### config.mk
export PLATFORM = sky130hd
export DESIGN_NAME = dmem_bus_arbiter
export DESIGN_NICKNAME = d
export VERILOG_FILES = /design/src/rtl/dmem_bus_arbiter.sv
export SDC_FILE = /design/constraint.sdc
export NUM_CORES = 1
export LEC_CHECK = 0
export CORE_UTILIZATION = 31
export DETAILED_ROUTE_END_ITERATION = 16
export GPL_ROUTABILITY_DRIVEN = 1
export HOLD_SLACK_MARGIN = 0.02
export PLACE_DENSITY_LB_ADDON = 0.1
export SETUP_SLACK_MARGIN = 0.15
export SLEW_MARGIN = 15
export SYNTH_ARGS = -nofsm -noshare
export SYNTH_HDL_FRONTEND = slang
export SYNTH_SLANG_ARGS = --single-unit
### constraint.sdc
create_clock -name clk -period 3.2 [get_ports clk]
set_clock_uncertainty 0.05 [all_clocks]
set_input_delay 0.48 -clock clk [delete_from_list [all_inputs] [get_ports clk]]
set_output_delay 0.48 -clock clk [all_outputs]
set_load 0.05 [all_outputs]
### src/rtl/dmem_bus_arbiter.sv
// dmem_bus_arbiter
// ----------------
// Arbitrates the single-port data memory bus between N_REQ requesters
// (0 = debug/DMA, 1 = stack unit, 2 = CPU load/store by default).
// The owner's address, write data and strobe are muxed onto the memory.
//
// Optional build macro: DMEM_ARB_ROUND_ROBIN_EN
//   undefined -> fixed priority, lowest index wins
//   defined   -> round-robin starting at (last_owner + 1) mod N_REQ
//
// Handshake: req[i] is the requester's valid. It is a level held until served.
// gnt[i] is the ready: exactly one memory access happens in each gnt cycle,
// using the requester's inputs in that same cycle. Read data on rdata must be
// taken in that cycle. Dropping req[i] during its gnt cycle cancels the access
// and releases the bus.
//
// Ports:
//   clk, rst         clock, synchronous active-high reset
//   req, lock, wr    per-requester request / keep-bus / write-not-read
//   addr, wdata      packed per-requester address and write data
//   gnt              one-hot grant, decoded from the state flops
//   mem_addr, mem_dout, mem_wr, mem_rd   memory side of the bus
//   mem_din, rdata   memory read data, forwarded to all requesters
//   busy             bus owned this cycle
//   state_dbg        FSM state (0 = IDLE, 1 = OWNED)
module dmem_bus_arbiter #(
  parameter int N_REQ    = 3,
  parameter int AW       = 8,
  parameter int DW       = 8,
  parameter int MAX_LOCK = 4
) (
  input  logic               clk,
  input  logic               rst,
  input  logic [N_REQ-1:0]   req,
  input  logic [N_REQ-1:0]   lock,
  input  logic [N_REQ-1:0]   wr,
  input  logic [N_REQ*AW-1:0] addr,
  input  logic [N_REQ*DW-1:0] wdata,
  output logic [N_REQ-1:0]   gnt,
  output logic [AW-1:0]      mem_addr,
  output logic [DW-1:0]      mem_dout,
  output logic               mem_wr,
  output logic               mem_rd,
  input  logic [DW-1:0]      mem_din,
  output logic [DW-1:0]      rdata,
  output logic               busy,
  output logic               state_dbg
);

  localparam int IW = (N_REQ > 1) ? $clog2(N_REQ) : 1;
  localparam int CW = $clog2(MAX_LOCK + 1);

  typedef enum logic {IDLE = 1'b0, OWNED = 1'b1} state_t;

  state_t          state, state_n;
  logic [IW-1:0]   owner, owner_n;
  logic [CW-1:0]   lock_cnt, lock_cnt_n;
  logic [IW-1:0]   start, win;
  logic [N_REQ-1:0] own_mask, cand;
  logic            found, own_req, own_lock, at_max, hold, forced;
  int              j;

  // Owner decode and release conditions.
  always_comb begin
    own_mask        = '0;
    own_mask[owner] = 1'b1;
    own_req         = req[owner];
    own_lock        = lock[owner];
    at_max          = (lock_cnt == CW'(MAX_LOCK - 1));
    hold            = (state == OWNED) && own_req && own_lock && !at_max;
    forced          = (state == OWNED) && own_req && own_lock && at_max;
    // A releasing owner has just been served, so it does not compete for
    // the next cycle. A forced-release owner gets the bus back below only
    // when nobody else is waiting.
    cand            = (state == OWNED) ? (req & ~own_mask) : req;
  end

`ifdef DMEM_ARB_ROUND_ROBIN_EN
  logic [IW-1:0] last_owner;

  assign start = (last_owner == IW'(N_REQ - 1)) ? '0 : last_owner + IW'(1);

  always_ff @(posedge clk) begin
    if (rst) begin
      last_owner <= IW'(N_REQ - 1);
    end else if (state_n == OWNED) begin
      last_owner <= owner_n;
    end
  end
`else
  assign start = '0;
`endif

  // Search starts at 'start' and wraps. In the fixed-priority build start is
  // 0, so this reduces to "lowest index wins".
  always_comb begin
    found = 1'b0;
    win   = '0;
    j     = 0;
    for (int k = 0; k < N_REQ; k++) begin
      j = int'(start) + k;
      if (j >= N_REQ) j = j - N_REQ;
      if (!found && cand[j]) begin
        found = 1'b1;
        win   = IW'(j);
      end
    end
  end

  // Next-state logic.
  always_comb begin
    state_n    = IDLE;
    owner_n    = owner;
    lock_cnt_n = '0;
    if (hold) begin
      state_n    = OWNED;
      lock_cnt_n = lock_cnt + CW'(1);
    end else if (found) begin
      state_n = OWNED;
      owner_n = win;
    end else if (forced) begin
      // Nobody else waiting: same owner again, with a fresh lock budget.
      state_n = OWNED;
    end
  end

  always_ff @(posedge clk) begin
    if (rst) begin
      state    <= IDLE;
      owner    <= '0;
      lock_cnt <= '0;
    end else begin
      state    <= state_n;
      owner    <= owner_n;
      lock_cnt <= lock_cnt_n;
    end
  end

  // Bus mux. Only the owner's slice is selected, so X on a non-owner's
  // inputs cannot reach memory. Outputs are held at zero while rst is high,
  // so no write from an abandoned locked sequence can land during reset.
  always_comb begin
    mem_addr = '0;
    mem_dout = '0;
    mem_wr   = 1'b0;
    mem_rd   = 1'b0;
    if (state == OWNED && !rst) begin
      mem_addr = addr[int'(owner)*AW +: AW];
      mem_dout = wdata[int'(owner)*DW +: DW];
      mem_wr   = own_req & wr[owner];
      mem_rd   = own_req & ~wr[owner];
    end
  end

  assign gnt       = (state == OWNED) ? own_mask : '0;
  assign busy      = |gnt;
  assign rdata     = mem_din;
  assign state_dbg = state;

endmodule

Run 1, M1 wires:
Drawn at 6 px/micron. Supply wires on this layer in grey.
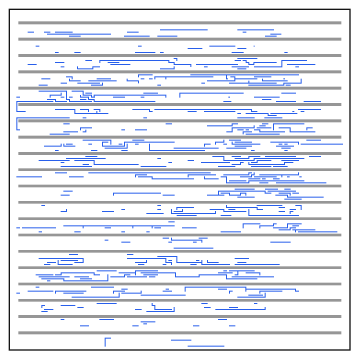
wire length on this layer: 1210 microns
nets with wire on the layer: 213
longest straight run: 20.2 microns
share of all routed wire: 36%
main direction: horizontal

Run 1, M2 wires:
Drawn at 4 px/micron. Cells faint in the background.
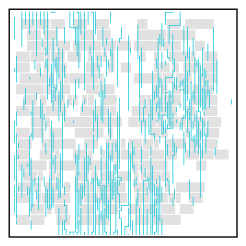
share of all routed wire: 54%
longest straight run: 21.8 microns

Run 1, met3 routing:
Drawn at 6 px/micron.
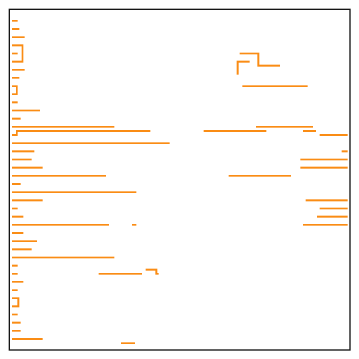
share of all routed wire: 9.2%
longest straight run: 26.0 microns
nets with wire on the layer: 50
main direction: horizontal
overall via count from detail_route: 1257
WL final: 3361 microns
met3 track demand over resource in global routing: 0.05760

==> results.txt, run 1 <==
fresh numbers from the pnr run: run status complete, no violations, residual antenna-violating net count after detailed routing 0, number of design rule violations left after detail routing 0, headroom to the max-slew limit 0.5673, DP HPWL 2807 microns, number of warnings reported in the yosys synthesis log 0, wire per inst 14.12 microns, final number of max-transition violations 0, first-pass GRT wire length 5395 microns, clk sink count 6, Ant. Diodes 0, Hold-fix buffers, CTS 0, peak supply drop 0.0002809 V, clock network fraction of design power 0.143, total power density per cell area 256.8 mW/mm^2, slowest stage cell on the critical path dfxtp_1, top cells by area mux2i_1 22%, nor2_1 14%, dfxtp_1 13%, maximum count of clock buffers along a single path 2, Sw Ratio 0.4060, post-route clock period utilization 0.8209, number of standard cells after synthesis 136, number of fill cells in the layout 245, Die Area 0.003197 sq mm, cell area after synthesis 922.1 sq um, biggest cell delay along the critical path 0.63 ns, yosys-reported design area after synthesis 922.1 sq um, row count 19, endpoint type of the worst setup path output pin, Iteration-0 DRC Markers 47, post-route minimum period 2.627 ns, vertical die dimension 56.54 microns, vias in the first global route 1328, Reg power frac 0.188, Cell variety after synth 30, yosys cell count 136, # Post-CTS Setup Buffers 0
run 1: state kept, by name, indices dropped and copies added (netlist names):
name and cells:
lock_cnt 3, owner 2, state_dbg 1
run 1: path summary, 6_finish.rpt:
check                                  from           to  cells past startpoint
worst max-delay path               owner[1]       mem_rd                      6
worst min-delay path            lock_cnt[0]  lock_cnt[0]                      1
worst max register to register     owner[0]     owner[1]                      4
worst min register to register  lock_cnt[0]  lock_cnt[0]                      1
run 1: cell usage in the layout, fill, tap and decap left out, types with 2 or more instances in the layout:
cell,Yosys,routed
clkdlybuf4s50_1,0,62
nor2_1,34,34
mux2i_1,20,20
a21oi_1,19,19
buf_12,0,18
inv_1,6,6
dfxtp_1,6,6
buf_4,9,6
nor3_1,5,5
nand3_1,3,3
clkbuf_4,0,3
nand3b_1,2,2
nand2_1,2,2
nor2b_1,2,2
o21ai_0,2,2
nor3b_1,2,2
ha_1,2,2
run 1: metal layers:
layer / global-route usage / vias up / wire length, microns
li1: - / 613 / -
met1: 0.2006 / 579 / 1209
met2: 0.4185 / 59 / 1809
met3: 0.05760 / 6 / 308
met4: 0.04878 / 0 / 33
met5: 0 / - / 0
run 1: critical path, delay by kind of cell, from the launching register on:
kind / cells / cell delay [ns]
AND/OR/NAND/NOR: 2 / 0.37
AND-OR/OR-AND: 1 / 0.24
flip-flops: 1 / 0.63
buffers and inverters: 2 / 0.47
multiplexers: 1 / 0.12
run 1: per-stage QoR:
step	power [mW]	util	setup WS, ns	instance area, sq um	instances
after floorplan	0.2809	-	0.4068	922.1	136
after global placement	0.4140	0.6743	0.6754	1876	235
after detailed placement	0.4190	0.6743	0.6563	1876	235
after CTS	0.4886	0.6824	0.5419	1898	238
after global routing	0.5142	0.6824	0.4079	1898	238
final	0.4874	0.6824	0.5730	1898	238
run 1: cells by family (layout without fill, tap and decap cells):
| logic type | Yosys count | after routing | synth area share |
|---|---|---|---|
| compound gates | 29 | 29 | 0.2022 |
| buf+inv | 24 | 95 | 0.1452 |
| fa+ha+maj | 2 | 2 | 0.02713 |
| mux | 20 | 20 | 0.2171 |
| flops | 6 | 6 | 0.1303 |
| simple gates | 55 | 55 | 0.2781 |
run 1: final cells by class:
type                       count  area share
timing repair buffer          86      0.5405
inverter                       6     0.01187
multi-input combinational    106      0.3520
tap                           31     0.02044
sequential                     6     0.06328
clock buffer                   3     0.01187
run 1: power by group through the flow:
| stage | logic (mW) | registers, mW | clock network, mW |
|---|---|---|---|
| 4_1_cts | 0.327 | 0.0918 | 0.0697 |
| 5_1_grt | 0.347 | 0.0929 | 0.0743 |
| 3_5_place_dp | 0.326 | 0.0932 | 0 |
| 3_3_place_gp | 0.322 | 0.0924 | 0 |
| 2_1_floorplan | 0.195 | 0.0864 | 0 |
| 6_report | 0.326 | 0.0918 | 0.0698 |
Run 1, I/O pins on the die edge:
Drawn at 6 px/micron. Pins as bars across the die edge, other pins in grey.
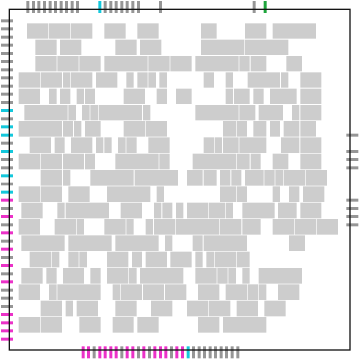

==> run 2: changes to the inputs <==
--- a/config.mk
+++ b/config.mk
@@ -5,7 +5,7 @@
 export SDC_FILE = /design/constraint.sdc
 export NUM_CORES = 1
 export LEC_CHECK = 0
-export CORE_UTILIZATION = 31
+export CORE_UTILIZATION = 26
 export DETAILED_ROUTE_END_ITERATION = 16
 export GPL_ROUTABILITY_DRIVEN = 1
 export HOLD_SLACK_MARGIN = 0.02
==> constraint.sdc (replaced) <==
create_clock -name clk -period 2.16 [get_ports clk]
set_clock_uncertainty 0.05 [all_clocks]
set_input_delay 0.324 -clock clk [delete_from_list [all_inputs] [get_ports clk]]
set_output_delay 0.324 -clock clk [all_outputs]
set_load 0.05 [all_outputs]
Run 2, I/O pins on the die edge:
Drawn at 6 px/micron. Pins as bars across the die edge, other pins in grey.
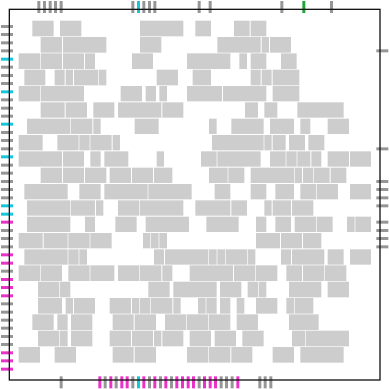
[green] clk | pins: 1 | direction: input | edge: top
[magenta] addr | pins: 24 | direction: input | edge: 15 bottom, 9 left
[cyan] mem_dout | pins: 8 | direction: output | edge: 6 left, 1 top, 1 bottom
all pins by edge: 43 left, 30 bottom, 15 top, 10 right

==> results.txt, run 2 <==
fresh numbers from the pnr run: cell area after synthesis 922.1 sq um (unchanged), register containing the most flip-flops in the final layout lock_cnt, number of warnings reported in the yosys synthesis log 0 (unchanged), count of placed standard cells in the final layout, fillers left out 260 (+9.2%), first-pass GRT wire length 5444 microns (+0.91%), Hold-fix buffers, CTS 0 (unchanged), number of fill cells in the layout 300 (+22%), post-route clock period utilization 0.8996, post-route minimum period 1.943 ns, number of standard cells after synthesis 136 (unchanged), critical path data arrival time 1.57 ns, Cell variety after synth 30 (unchanged), Die Area 0.003789 sq mm (+19%), total power density per cell area 369.4 mW/mm^2 (+44%), WL final 3492 microns (+3.9%), TritonCTS buffer count 3, sequential-to-total area share from yosys stat 0.1303, yosys-reported design area after synthesis 922.1 sq um (unchanged), number of gates resized after CTS 2, headroom to the max-slew limit 0.6757 (+0.1084), yosys cell count 136 (unchanged), endpoint type of the worst setup path output pin, vias in the first global route 1277 (-3.8%), maximum count of clock buffers along a single path 2 (unchanged), Largest register FFs 3 (unchanged), clk sink count 6 (unchanged), Top cells excl fill/tap 59 x clkdlybuf4s50_1, 23 x nor2_1, 20 x mux2i_1, 20 x buf_12, 16 x a21oi_1, DP HPWL 2906 microns (+3.5%), row count 21 (+2), CTS tree built, most common cell after layout, fill and taps aside clkdlybuf4s50_1, overall via count from detail_route 1266 (+0.72%), run status complete, no violations, accumulated negative setup slack 0 ns, top cells by area mux2i_1 22%, nor2_1 14%, dfxtp_1 13%, residual antenna-violating net count after detailed routing 0 (unchanged), end-of-flow core utilization 0.6358 (-0.04662), wire per inst 13.43 microns (-4.9%), Final Hold Viols 0, # Post-CTS Setup Buffers 0 (unchanged), number of design rule violations left after detail routing 0 (unchanged), overall power 0.7900 mW (+62%), final number of max-transition violations 0 (unchanged), Iteration-0 DRC Markers 148 (+210%), vertical die dimension 61.56 microns (+8.9%)
run 2: power by group:
group	total [mW]	switching, mW	internal, mW
registers	0.128	0.0107	0.117
clock network	0.103	0.0403	0.0628
logic	0.559	0.278	0.281
total	0.790	0.329	0.461
run 2: worst paths after layout:
kind	slack, ns	start	cells after the start	to
worst max-delay path	0.22	req[0]	6	mem_wr
worst min-delay path	0.38	lock_cnt[0]	1	lock_cnt[0]
worst max register to register	0.48	lock_cnt[0]	4	owner[1]
worst min register to register	0.38	lock_cnt[0]	1	lock_cnt[0]
run 2: critical path: stages:
cell             delay (ns)
clkdlybuf4s50_1        0.49
mux2i_1                0.11
o2bb2ai_2              0.19
nand3_2                0.14
nor2_2                 0.15
buf_12                 0.15
run 2: metrics by stage:
| step | worst slack, ns | area [sq um] |
|---|---|---|
| 3_5_place_dp | 0.1468 | 2069 |
| 3_3_place_gp | 0.1745 | 2069 |
| 2_1_floorplan | 0.1287 | 1028 |
| 5_1_grt | 0.1415 | 2138 |
| 6_report | 0.2168 | 2138 |
| 4_1_cts | 0.1378 | 2097 |
run 2: cells by family after synthesis:
kind of cell | count (synthesis) | share of synthesized area
DFF | 6 | 0.1303
and+or+nand+nor | 55 | 0.2781
muxes | 20 | 0.2171
AOI/OAI and AO/OA | 29 | 0.2022
adders and majority gates | 2 | 0.02713
buffers and inverters | 24 | 0.1452
run 2: layer usage:
| layer | vias up | part of all wire | global-route usage |
|---|---|---|---|
| met2 | 63 | 0.54 | 0.3779 |
| met1 | 572 | 0.37 | 0.2040 |
| met4 | 0 | 0.0066 | 0.04444 |
| met3 | 2 | 0.086 | 0.03571 |
| li1 | 629 | - | - |
| met5 | - | 0 | 0 |
run 2: area by class of cell:
class | instances | area share
clock buffers | 3 | 0.01053
inverters | 6 | 0.01053
multi-input cells | 106 | 0.3757
flip-flops and latches | 6 | 0.05851
well taps | 46 | 0.02692
repair buffers | 93 | 0.5178
Power and IR drop assume default switching activity.
